[src/rtl/kyber_pkg.sv]
// kyber_pkg: constants shared by the Kyber multiplier, reducer and butterfly blocks
package kyber_pkg;
  localparam int KYBER_Q = 3329;
  localparam int BARRETT_M = 5039;
  localparam int BARRETT_SHIFT = 24;
  localparam int COEF_W = 12;
  localparam int PROD_W = 24;
endpackage

[src/rtl/cond_sub_q.sv]
// cond_sub_q: maps a value in [0, 2Q) to [0, Q) with one conditional subtract
module cond_sub_q import kyber_pkg::*; #(
  parameter int Q = KYBER_Q,
  parameter int W = COEF_W
) (
  input  logic [W:0]   a,
  output logic [W-1:0] y
);
  assign y = W'(a >= (W+1)'(Q) ? a - (W+1)'(Q) : a);
endmodule

[src/rtl/barrett_reduce_pipe.sv]
// barrett_reduce_pipe: 3-stage Barrett reduction of a raw product mod Q with valid/ready and tag sideband
module barrett_reduce_pipe import kyber_pkg::*; #(
  parameter int Q = KYBER_Q,
  parameter int IN_W = PROD_W,
  parameter int OUT_W = COEF_W,
  parameter int M = BARRETT_M,
  parameter int SHIFT = BARRETT_SHIFT,
  parameter int TAG_W = 8
) (
  input  logic             clk,
  input  logic             rst,
  input  logic             in_valid,
  output logic             in_ready,
  input  logic [IN_W-1:0]  in_prod,
  input  logic [TAG_W-1:0] in_tag,
  output logic             out_valid,
  input  logic             out_ready,
  output logic [OUT_W-1:0] out_coef,
  output logic [TAG_W-1:0] out_tag
);
  localparam int MW = $clog2(M + 1);
  localparam int PW = IN_W + MW;
  localparam int TW = PW - SHIFT;
  localparam int RW = OUT_W + 1;
  logic v1, v2, v3, ld1, ld2, ld3;
  logic [IN_W-1:0] p1, tq;
  logic [PW-1:0] prod1;
  logic [TAG_W-1:0] tag1, tag2;
  logic [TW-1:0] t;
  logic [RW-1:0] r0;
  logic [OUT_W-1:0] r;
  // each stage loads when empty or when its successor loads, so bubbles collapse
  assign ld3 = !v3 || out_ready;
  assign ld2 = !v2 || ld3;
  assign ld1 = !v1 || ld2;
  assign in_ready = ld1;
  assign out_valid = v3;
  assign t = TW'(prod1 >> SHIFT);
  assign tq = IN_W'(t) * IN_W'(Q);
  cond_sub_q #(.Q(Q), .W(OUT_W)) u_sub (.a(r0), .y(r));
  always_ff @(posedge clk) begin
    if (rst) begin
      v1 <= 1'b0;
      v2 <= 1'b0;
      v3 <= 1'b0;
      p1 <= '0;
      prod1 <= '0;
      tag1 <= '0;
      r0 <= '0;
      tag2 <= '0;
      out_coef <= '0;
      out_tag <= '0;
    end else begin
      if (ld1) v1 <= in_valid;
      if (ld2) v2 <= v1;
      if (ld3) v3 <= v2;
      if (ld1 && in_valid) begin
        p1 <= in_prod;
        prod1 <= PW'(in_prod) * PW'(M);
        tag1 <= in_tag;
      end
      if (ld2 && v1) begin
        r0 <= RW'(p1 - tq);
        tag2 <= tag1;
      end
      if (ld3 && v2) begin
        out_coef <= r;
        out_tag <= tag2;
      end
    end
  end
endmodule
[config.mk]
export PLATFORM = sky130hd
export DESIGN_NAME = barrett_reduce_pipe
export DESIGN_NICKNAME = d
export VERILOG_FILES = /design/src/rtl/kyber_pkg.sv /design/src/rtl/cond_sub_q.sv /design/src/rtl/barrett_reduce_pipe.sv
export SDC_FILE = /design/constraint.sdc
export NUM_CORES = 1
export LEC_CHECK = 0
export ABC_CLOCK_PERIOD_IN_PS = 6540
export CAP_MARGIN = 40
export CORE_UTILIZATION = 55
export CTS_BUF_LIST = sky130_fd_sc_hd__clkbuf_2
export DETAILED_ROUTE_END_ITERATION = 10
export PLACE_DENSITY = 0.82
export SYNTH_ARGS = -nofsm -noshare
export SYNTH_HDL_FRONTEND = slang
export SYNTH_SLANG_ARGS = --single-unit
[constraint.sdc]
create_clock -name clk -period 6.54 [get_ports clk]
set_clock_uncertainty 0.1 [all_clocks]
set_input_delay 1.308 -clock clk [delete_from_list [all_inputs] [get_ports clk]]
set_output_delay 1.308 -clock clk [all_outputs]
set_load 0.01 [all_outputs]
Run 1, cell sizes after repair:
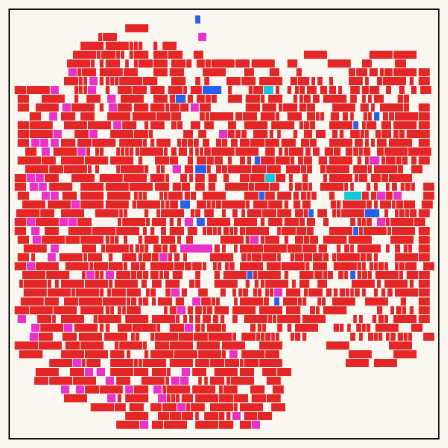
Blue marks drive 2, cells 16, share 1.4%. Cyan marks drive 6 and up, cells 3, share 0.27%. Red marks drive 1 or less, cells 1021, share 92%. Magenta marks drive 3 to 4, cells 72, share 6.5%.
Layout Cell Area excl Fill: 0.0107 mm^2
relative area change from synthesis to final layout: 14.7%
slack of the critical path: 0.280 ns

Run 1, wiring heat map:
The bar under the picture is 50 um long. The die is cut into 26 by 26 equal tiles; dark purple is low, yellow is high, scaled to the fullest tile. Values are wire area over tile area, all layers added.
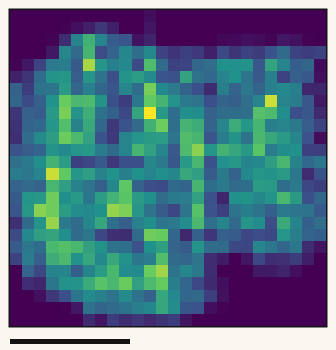
The fullest tile reaches 0.54. 23% of the tiles are over half the peak. The mean over all tiles is 0.17. 18% of the tiles are nearly empty. The emptiest ninth of the die: bottom right.

==> impl_summary.log, run 1 <==
[report] extracting results
INFO  metric synth_adder_area_share = 0.498
INFO  metric clock_buffer_count = 9
INFO  metric final_period_util = 0.957
INFO  metric drt-total-wl = 19500 um
INFO  metric drt_drc_violations_left = 0
INFO  metric grt_start_max_net_pins = 75
INFO  metric path_depth = 17
INFO  metric hold_path_class = reg2reg
INFO  metric die_area = 0.0175 mm^2
INFO  metric initial_drt_markers = 322
INFO  metric buffer_area_frac = 0.102
INFO  metric utilization = 0.644
INFO  metric layout.cells.non_filler = 1332
INFO  metric flops = about 78
INFO  metric rsz0062_at_grt = no
INFO  metric power.share.combinational = 0.829
INFO  metric endpoint_of_the_most_critical_setup_path = prod1[34]
INFO  metric synthesis.instances = 997
INFO  metric yosys_cells = 997
INFO  metric power.combinational.total = 0.00400 W
INFO  metric synth.mux.area_fraction = 0.00430
INFO  metric crit_path_max_fanout = 5
INFO  metric synthTopCellsByCount = inv_1 (177), ha_1 (158), fa_1 (133), nand2_1 (121), a21oi_1 (79)
INFO  metric grtUsageMet1 = 0.293
INFO  metric worst_ep_arrival_time = 6.57 ns
INFO  metric rr_worst_depth = 15
INFO  metric grt_met2_usage = 0.450
INFO  metric antenna_violations_before_repair = 0
INFO  metric insertedDiodeCount = 0
INFO  metric run_status = completed
INFO  metric vias = 7079
INFO  metric fillerInstances = approximately 1400
INFO  metric wirelength_met1 = about 8400 um
INFO  metric enable_flop_cells = 0
INFO  metric top_cells_by_area = fa_1 (29%), ha_1 (21%), dfxtp_1 (17%)
INFO  metric yosysWarnings = 0
INFO  metric die_x = around 130 um
INFO  metric critPathKind = in2reg
INFO  metric period_needed = 6.26 ns
INFO  metric grtUsageTotal = 0.241
INFO  metric cells_on_worst_hold_path = 2
Run 1, placement by cell class:
The bar under the picture is 50 um long.
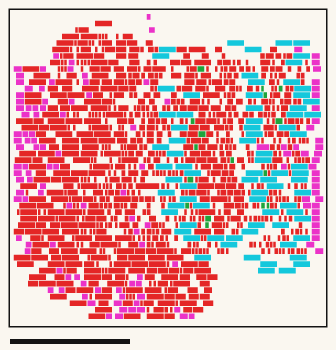
Cyan marks flip-flops, cells 78, share of their area 15%. Green marks clock drivers and dummy loads, cells 16, share of their area 0.90%. Magenta marks other buffers and delay cells, cells 126, share of their area 10%. Red marks all other logic, cells 892, share of their area 74%.
Std-Cell Rows: 47
sequential fraction of total cell area: 0.146

Run 1, nets reached from selected ports:
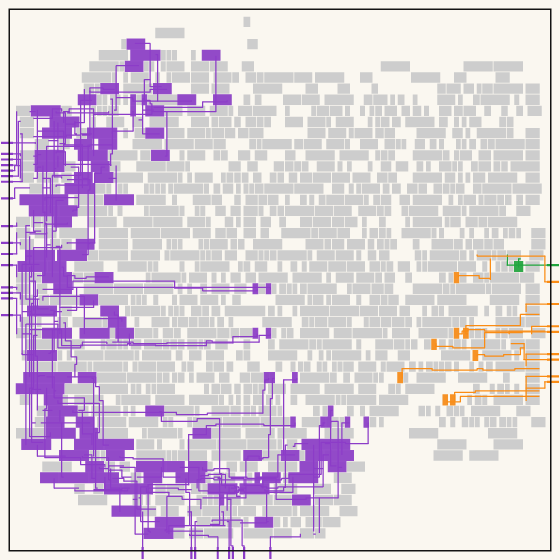

==> run 2: changes to the inputs <==
- CORE_MARGIN: unset -> 5
Run 2, nets reached from selected ports:
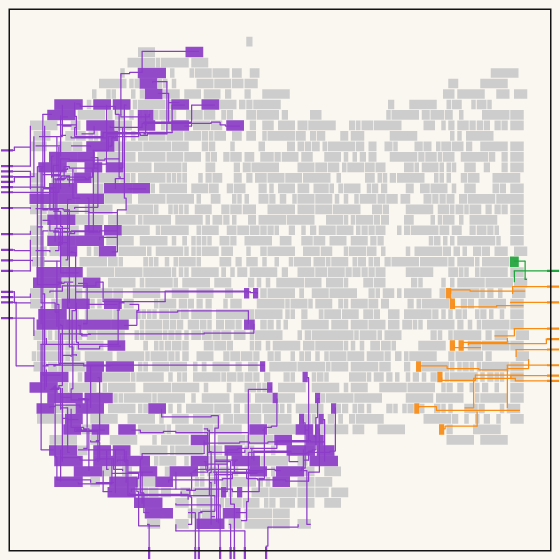
Purple marks `in_prod`, bits 24, direction input, end cells 111, buffers 66, wire 2830 um. Orange marks `in_tag`, bits 8, direction input, end cells 8, buffers 8, wire 285 um. Green marks `out_ready`, bits 1, direction input, end cells 1, buffers 1, wire 19.4 um.

==> run 2 against run 1 <==
  * First-iteration DRC count increased by 7.5%
  * Sequential power hardly changed
  * Global-route usage fell by 2.7 points
  * Area after synthesis unchanged
  * Critical path type unchanged
  * Critical endpoint is now prod1[30]
  * Largest power group unchanged
==> impl_summary.log, run 2 <==
[report] extracting results
INFO  metric grt_start_max_net_pins = 75 (unchanged)
INFO  metric layout.cells.non_filler = 1329 (-0.23%)
INFO  metric relative_area_change_from_synthesis_to_final_layout = 15.1%
INFO  metric power.combinational.total = 0.00403 W (about the same)
INFO  metric grtUsageTotal = 0.214 (-0.0268)
INFO  metric synth.mux.area_fraction = 0.00430 (unchanged)
INFO  metric utilization = 0.646 (+0.00226)
INFO  metric run_status = completed
INFO  metric crit_path_max_fanout = 5 (unchanged)
INFO  metric hold_path_class = reg2reg
INFO  metric period_needed = 6.28 ns (+0.0229 ns)
INFO  metric clock_buffer_count = 9 (unchanged)
INFO  metric synthTopCellsByCount = inv_1 (177), ha_1 (158), fa_1 (133), nand2_1 (121), a21oi_1 (79)
INFO  metric vias = 7067 (-0.17%)
INFO  metric synthesis.instances = 997 (unchanged)
INFO  metric antenna_violations_before_repair = 0 (unchanged)
INFO  metric path_depth = 17 (unchanged)
INFO  metric endpoint_of_the_most_critical_setup_path = prod1[30]
INFO  metric critPathKind = in2reg
INFO  metric yosys_cells = 997 (unchanged)
INFO  metric insertedDiodeCount = 0 (unchanged)
Run 2, track usage over the die:
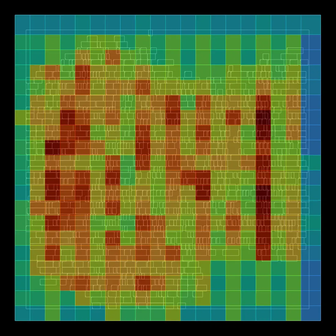

==> run 3: changes to the inputs <==
- CAP_MARGIN: 40 -> unset
- SETUP_SLACK_MARGIN: unset -> 0.05
- SLEW_MARGIN: unset -> 20
Run 3, track usage over the die:
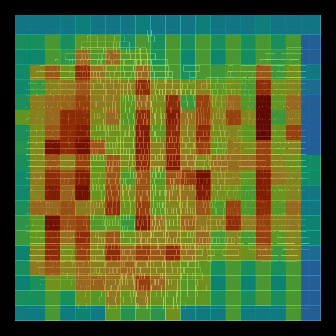
met1 track utilization from global routing: 0.263
final core area utilization: 0.645

==> run 3 against run 2 <==
  * Non-clock buffer count decreased by 1
  * Maximum frequency barely moved
  * Utilization shrank 0.14 points
  * Global-route usage hardly changed
  * Critical endpoint is now prod1[31]
==> impl_summary.log, run 3 <==
[report] extracting results
INFO  metric run_status = completed
INFO  metric number_of_logic_inverters_in_the_finished_layout = 177
INFO  metric period_needed = 6.28 ns (-0.00158 ns)
INFO  metric crit_path_max_fanout = 6 (+1)
INFO  metric setup_tns = 0 ns
INFO  metric hold_path_class = reg2reg
INFO  metric relative_area_change_from_synthesis_to_final_layout = 14.8%
INFO  metric layout.cells.non_filler = 1328 (-0.075%)
INFO  metric hold_path_startpoint = tag1[5]
INFO  metric antenna_violations_before_repair = 0 (unchanged)
INFO  metric core-area = between 0.015 and 0.02 mm^2
INFO  metric yosys_cells = 997 (unchanged)
INFO  metric path_depth = 17 (unchanged)
INFO  metric cp_num_buf_inv = 3
INFO  metric synthesis.instances = 997 (unchanged)
INFO  metric grt_start_max_net_pins = 75 (unchanged)
INFO  metric grtUsageTotal = 0.214 (+0.000243)
INFO  metric worst_ep_arrival_time = 6.69 ns
INFO  metric synthTopCellsByCount = inv_1 (177), ha_1 (158), fa_1 (133), nand2_1 (121), a21oi_1 (79)
INFO  metric endpoint_of_the_most_critical_setup_path = prod1[31]
INFO  metric synth.mux.area_fraction = 0.00430 (unchanged)
INFO  metric ys.flops = 78
INFO  metric netlist_logic_family_top = adder cells
INFO  metric critPathKind = in2reg
INFO  metric vias = 7087 (+0.28%)
INFO  metric clock_buffer_count = 10 (+1)
INFO  metric setup_violations = 0
Power is estimated from default activity; no workload was simulated.
